==> images/m1.png <==
Scale bar: 50 um. Supply wires on this layer in grey.
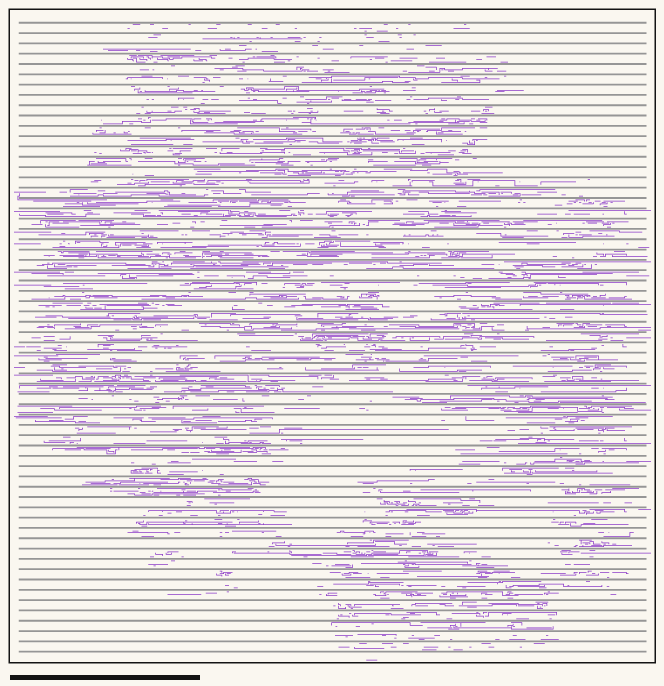
==> images/m2.png <==
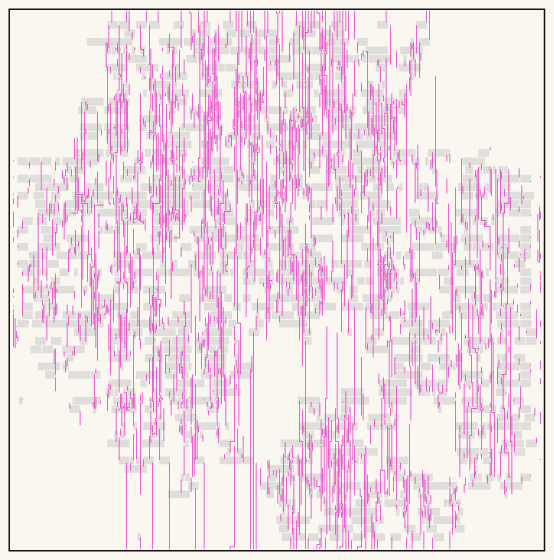
==> images/m3.png <==
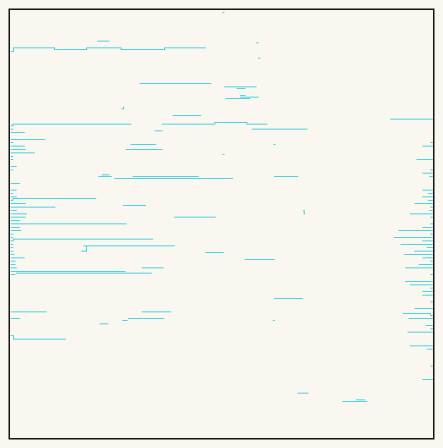
File: src/rtl/fetch_stage.sv
// Instruction fetch stage with a single outstanding memory request and a
// one-entry skid buffer that catches a response arriving while decode stalls.
//
// Parameters:
//   RESET_PC    fetch address loaded on reset
//   NOP_INSTR   instruction word presented for a bubble
// Ports:
//   Clock        rising-edge clock
//   nReset       synchronous active-low reset
//   stall        hold IF/ID outputs, no new issue
//   flush        taken branch/jump: drop in-flight fetch and buffered word
//   redirect_pc  new fetch address, valid with flush
//   imem_req     fetch request strobe (combinational, one cycle per request)
//   imem_addr    word-aligned fetch address
//   imem_rvalid  response strobe
//   imem_rdata   instruction word, valid with imem_rvalid
//   PC_out       PC of the instruction presented to decode
//   instr_out    instruction presented to decode
//   valid_out    1 = real instruction, 0 = bubble
module fetch_stage #(
    parameter logic [31:0] RESET_PC  = 32'h0000_0000,
    parameter logic [31:0] NOP_INSTR = 32'h0000_0013
) (
    input  logic        Clock,
    input  logic        nReset,
    input  logic        stall,
    input  logic        flush,
    input  logic [31:0] redirect_pc,
    output logic        imem_req,
    output logic [31:0] imem_addr,
    input  logic        imem_rvalid,
    input  logic [31:0] imem_rdata,
    output logic [31:0] PC_out,
    output logic [31:0] instr_out,
    output logic        valid_out
);

    localparam logic [1:0] ST_IDLE = 2'd0;
    localparam logic [1:0] ST_WAIT = 2'd1;
    localparam logic [1:0] ST_DROP = 2'd2;  // waiting to discard a flushed response

    logic [1:0]  state_q, state_d;
    logic [31:0] pc_q, pc_d;
    logic [31:0] req_pc_q, req_pc_d;
    logic [31:0] buf_pc_q, buf_pc_d;
    logic [31:0] buf_instr_q, buf_instr_d;
    logic        buf_full_q, buf_full_d;
    logic [31:0] pc_out_d, instr_out_d;
    logic        valid_out_d;
    logic        issue;

    // Low address bits of the redirect target are discarded on purpose.
    logic unused_redirect_bits;
    assign unused_redirect_bits = ^redirect_pc[1:0];

    always_comb begin
        state_d     = state_q;
        pc_d        = pc_q;
        req_pc_d    = req_pc_q;
        buf_pc_d    = buf_pc_q;
        buf_instr_d = buf_instr_q;
        buf_full_d  = buf_full_q;
        pc_out_d    = PC_out;
        instr_out_d = instr_out;
        valid_out_d = valid_out;
        issue       = 1'b0;

        if (flush) begin
            // Flush wins over stall and never issues in the same cycle.
            pc_d        = {redirect_pc[31:2], 2'b00};
            pc_out_d    = 32'h0;
            instr_out_d = NOP_INSTR;
            valid_out_d = 1'b0;
            buf_full_d  = 1'b0;
            if (state_q == ST_WAIT || state_q == ST_DROP) begin
                state_d = imem_rvalid ? ST_IDLE : ST_DROP;
            end
        end else begin
            case (state_q)
                ST_WAIT: begin
                    if (imem_rvalid) begin
                        if (stall) begin
                            buf_pc_d    = req_pc_q;
                            buf_instr_d = imem_rdata;
                            buf_full_d  = 1'b1;
                            state_d     = ST_IDLE;
                        end else begin
                            pc_out_d    = req_pc_q;
                            instr_out_d = imem_rdata;
                            valid_out_d = 1'b1;
                            issue       = 1'b1;  // back-to-back fetch
                        end
                    end else if (!stall) begin
                        pc_out_d    = 32'h0;
                        instr_out_d = NOP_INSTR;
                        valid_out_d = 1'b0;
                    end
                end
                ST_DROP: begin
                    if (!stall) begin
                        pc_out_d    = 32'h0;
                        instr_out_d = NOP_INSTR;
                        valid_out_d = 1'b0;
                    end
                    if (imem_rvalid) begin
                        state_d = ST_IDLE;
                    end
                end
                default: begin
                    // IDLE: drain the skid buffer before fetching anew.
                    if (!stall) begin
                        if (buf_full_q) begin
                            pc_out_d    = buf_pc_q;
                            instr_out_d = buf_instr_q;
                            valid_out_d = 1'b1;
                            buf_full_d  = 1'b0;
                        end else begin
                            pc_out_d    = 32'h0;
                            instr_out_d = NOP_INSTR;
                            valid_out_d = 1'b0;
                            issue       = 1'b1;
                        end
                    end
                end
            endcase

            if (issue) begin
                req_pc_d = pc_q;
                pc_d     = pc_q + 32'd4;  // wraps modulo 2^32
                state_d  = ST_WAIT;
            end
        end
    end

    assign imem_req  = issue & nReset;
    assign imem_addr = {pc_q[31:2], 2'b00};

    always_ff @(posedge Clock) begin
        if (!nReset) begin
            state_q     <= ST_IDLE;
            pc_q        <= RESET_PC;
            req_pc_q    <= 32'h0;
            buf_pc_q    <= 32'h0;
            buf_instr_q <= 32'h0;
            buf_full_q  <= 1'b0;
            PC_out      <= 32'h0;
            instr_out   <= NOP_INSTR;
            valid_out   <= 1'b0;
        end else begin
            state_q     <= state_d;
            pc_q        <= pc_d;
            req_pc_q    <= req_pc_d;
            buf_pc_q    <= buf_pc_d;
            buf_instr_q <= buf_instr_d;
            buf_full_q  <= buf_full_d;
            PC_out      <= pc_out_d;
            instr_out   <= instr_out_d;
            valid_out   <= valid_out_d;
        end
    end

endmodule

File: config.mk
export PLATFORM = sky130hd
export DESIGN_NAME = fetch_stage
export DESIGN_NICKNAME = d
export VERILOG_FILES = /design/src/rtl/fetch_stage.sv
export SDC_FILE = /design/constraint.sdc
export NUM_CORES = 1
export LEC_CHECK = 0
export CAP_MARGIN = 20
export CELL_PAD_IN_SITES_DETAIL_PLACEMENT = 0
export CELL_PAD_IN_SITES_GLOBAL_PLACEMENT = 2
export CORE_AREA = 2 2 168 170
export CTS_CLUSTER_DIAMETER = 30
export DETAILED_ROUTE_END_ITERATION = 8
export DIE_AREA = 0 0 170 172
export PLACE_DENSITY = 0.88
export SYNTH_ARGS = -nofsm -noshare
export SYNTH_HDL_FRONTEND = slang
export SYNTH_SLANG_ARGS = --single-unit
File: constraint.sdc
create_clock -name Clock -period 2.49 [get_ports Clock]
set_clock_uncertainty 0.05 [all_clocks]
set_input_delay 0.6225 -clock Clock [delete_from_list [all_inputs] [get_ports Clock]]
set_output_delay 0.6225 -clock Clock [all_outputs]
set_load 0.02 [all_outputs]
==> results.sh <==
# implementation run metrics
export IMPL_outcome="completed"
export IMPL_die_area_um2=29200
export IMPL_cell_internal_pwr_mw=5.02
export IMPL_synth_simple_area_share_pct=19.8
export IMPL_yosys_area_um2=8160
export IMPL_finalWorstSetupSlack_ns=0.0644
export IMPL_worst_r2r_path_depth=10
export IMPL_grt_use_met3_pct=3.59
export IMPL_cp_slowest_cell="sky130_fd_sc_hd__dfxtp_2"
export IMPL_postSynthRegisterBits=190
export IMPL_tally_of_non_filler_cells_in_the_final_layout=1484
export IMPL_yosys_cell_types_count=47
export IMPL_cts_max_path_buffers=2
export IMPL_finalInstanceArea_um2=11100
export IMPL_maximum_number_of_pins_on_one_net_before_global_route_repair=126
export IMPL_numClockSinks=190
export IMPL_detailedPlace_worstSlack_ns=-0.155
export IMPL_worst_hold_path_type="reg2reg"
export IMPL_pg_seq_mw=3.18
export IMPL_critical_path_required_ns=1.82
export IMPL_cts_hold_buffers=0
export IMPL_hold_viol=0
export IMPL_cp_end_kind="output pin"
export IMPL_power_largest_group="sequential cells"
export IMPL_clk_power_mw=2.92
export IMPL_met1Wirelength_um=11200
export IMPL_insertion_delay_ns=0.44
export IMPL_placedInstanceArea_um2=10400
export IMPL_final_core_util_pct=40.2
export IMPL_cts_tree="built"
export IMPL_largest_cells_by_area="sky130_fd_sc_hd__dfxtp_1 (47%), sky130_fd_sc_hd__nand2_1 (6.4%), sky130_fd_sc_hd__nor2_1 (5.9%)"
export IMPL_synthDominantAreaCellType="sky130_fd_sc_hd__dfxtp_1"
export IMPL_grt_ovfl_total=0
export IMPL_wl_per_cell_um=16.2
export IMPL_worstPathBufferInverterCount=2
export IMPL_number_of_nets_with_antenna_violations_after_detailed_routing=0
export IMPL_leakagePower_nw=3.73
export IMPL_synth_compound_area_share_pct=21.2
Back to the opening pictures, m1.png:
nets with wire on the layer: 1,092
main direction: horizontal

Back to the opening pictures, m2.png:
nets with wire on the layer: 909
share of all routed wire: 47%
longest straight run: 68.8 um
main direction: vertical
wire length on this layer: 11,200 um

Back to the opening pictures, m3.png:
longest straight run: 55.9 um
share of all routed wire: 5.0%
wire length on this layer: 1,190 um

## cell families (layout without fill, tap and decap cells)
group / count (synthesis) / count (layout)
and+or+nand+nor: 355 / 355
AOI/OAI and AO/OA: 274 / 274
DFF: 190 / 190
buffers and inverters: 87 / 254
muxes: 30 / 30
xor gates and xnor gates: 28 / 28
adders and majority gates: 5 / 5
other: 1 / 2
## worst max-delay path by stage
| stage | slack, ns | endpoint | cells after the start |
|---|---|---|---|
| 6_report | 0.06 | imem_req | 6 |
| 5_1_grt | -0.01 | imem_req | 6 |
| 4_1_cts | 0.03 | imem_req | 6 |
| 3_5_place_dp | -0.15 | req_pc_q[7]$_SDFFE_PN0P_ | 8 |
| 3_3_place_gp | -0.17 | imem_req | 5 |
| 2_1_floorplan | 0.09 | imem_req | 6 |
## registers in the layout, summed over array words and instances, names as in the netlist
signal       cells
req_pc_q        30
pc_q            30
buf_pc_q        30
buf_full_q       1
buf_instr_q     32
state_q          2
valid_out        1
PC_out          32
instr_out       32
## cell type report
class                      instances  area share (%)
multi-input combinational        694            36.4
tap                              346            3.92
inverter                          12           0.408
clock inverter                    15            1.96
clock buffer                      17            3.85
sequential                       190            34.4
timing repair buffer             210            19.0
## cells in the mapped netlist (all sizes together)
cell and count:
buf 19, o21ai 44, and3b 2, clkbuf 54, xor2 12, inv 12, nor2 128, ha 5
nor3 9, nand3b 3, clkdlybuf4s15 1, xnor2 16, a31oi 6, nor2b 33, a21boi 65, nand3 11
o211ai 1, and3 4, nand2 139, and4 2, a211oi 1, bufbuf 1, nand4 13, a22oi 59
dfxtp 190, mux2i 30, a311oi 1, nor4 6, a21oi 93, conb 1, o211a 2, a2111o 1
or4 1, nand2b 2, o31ai 1, and2 2
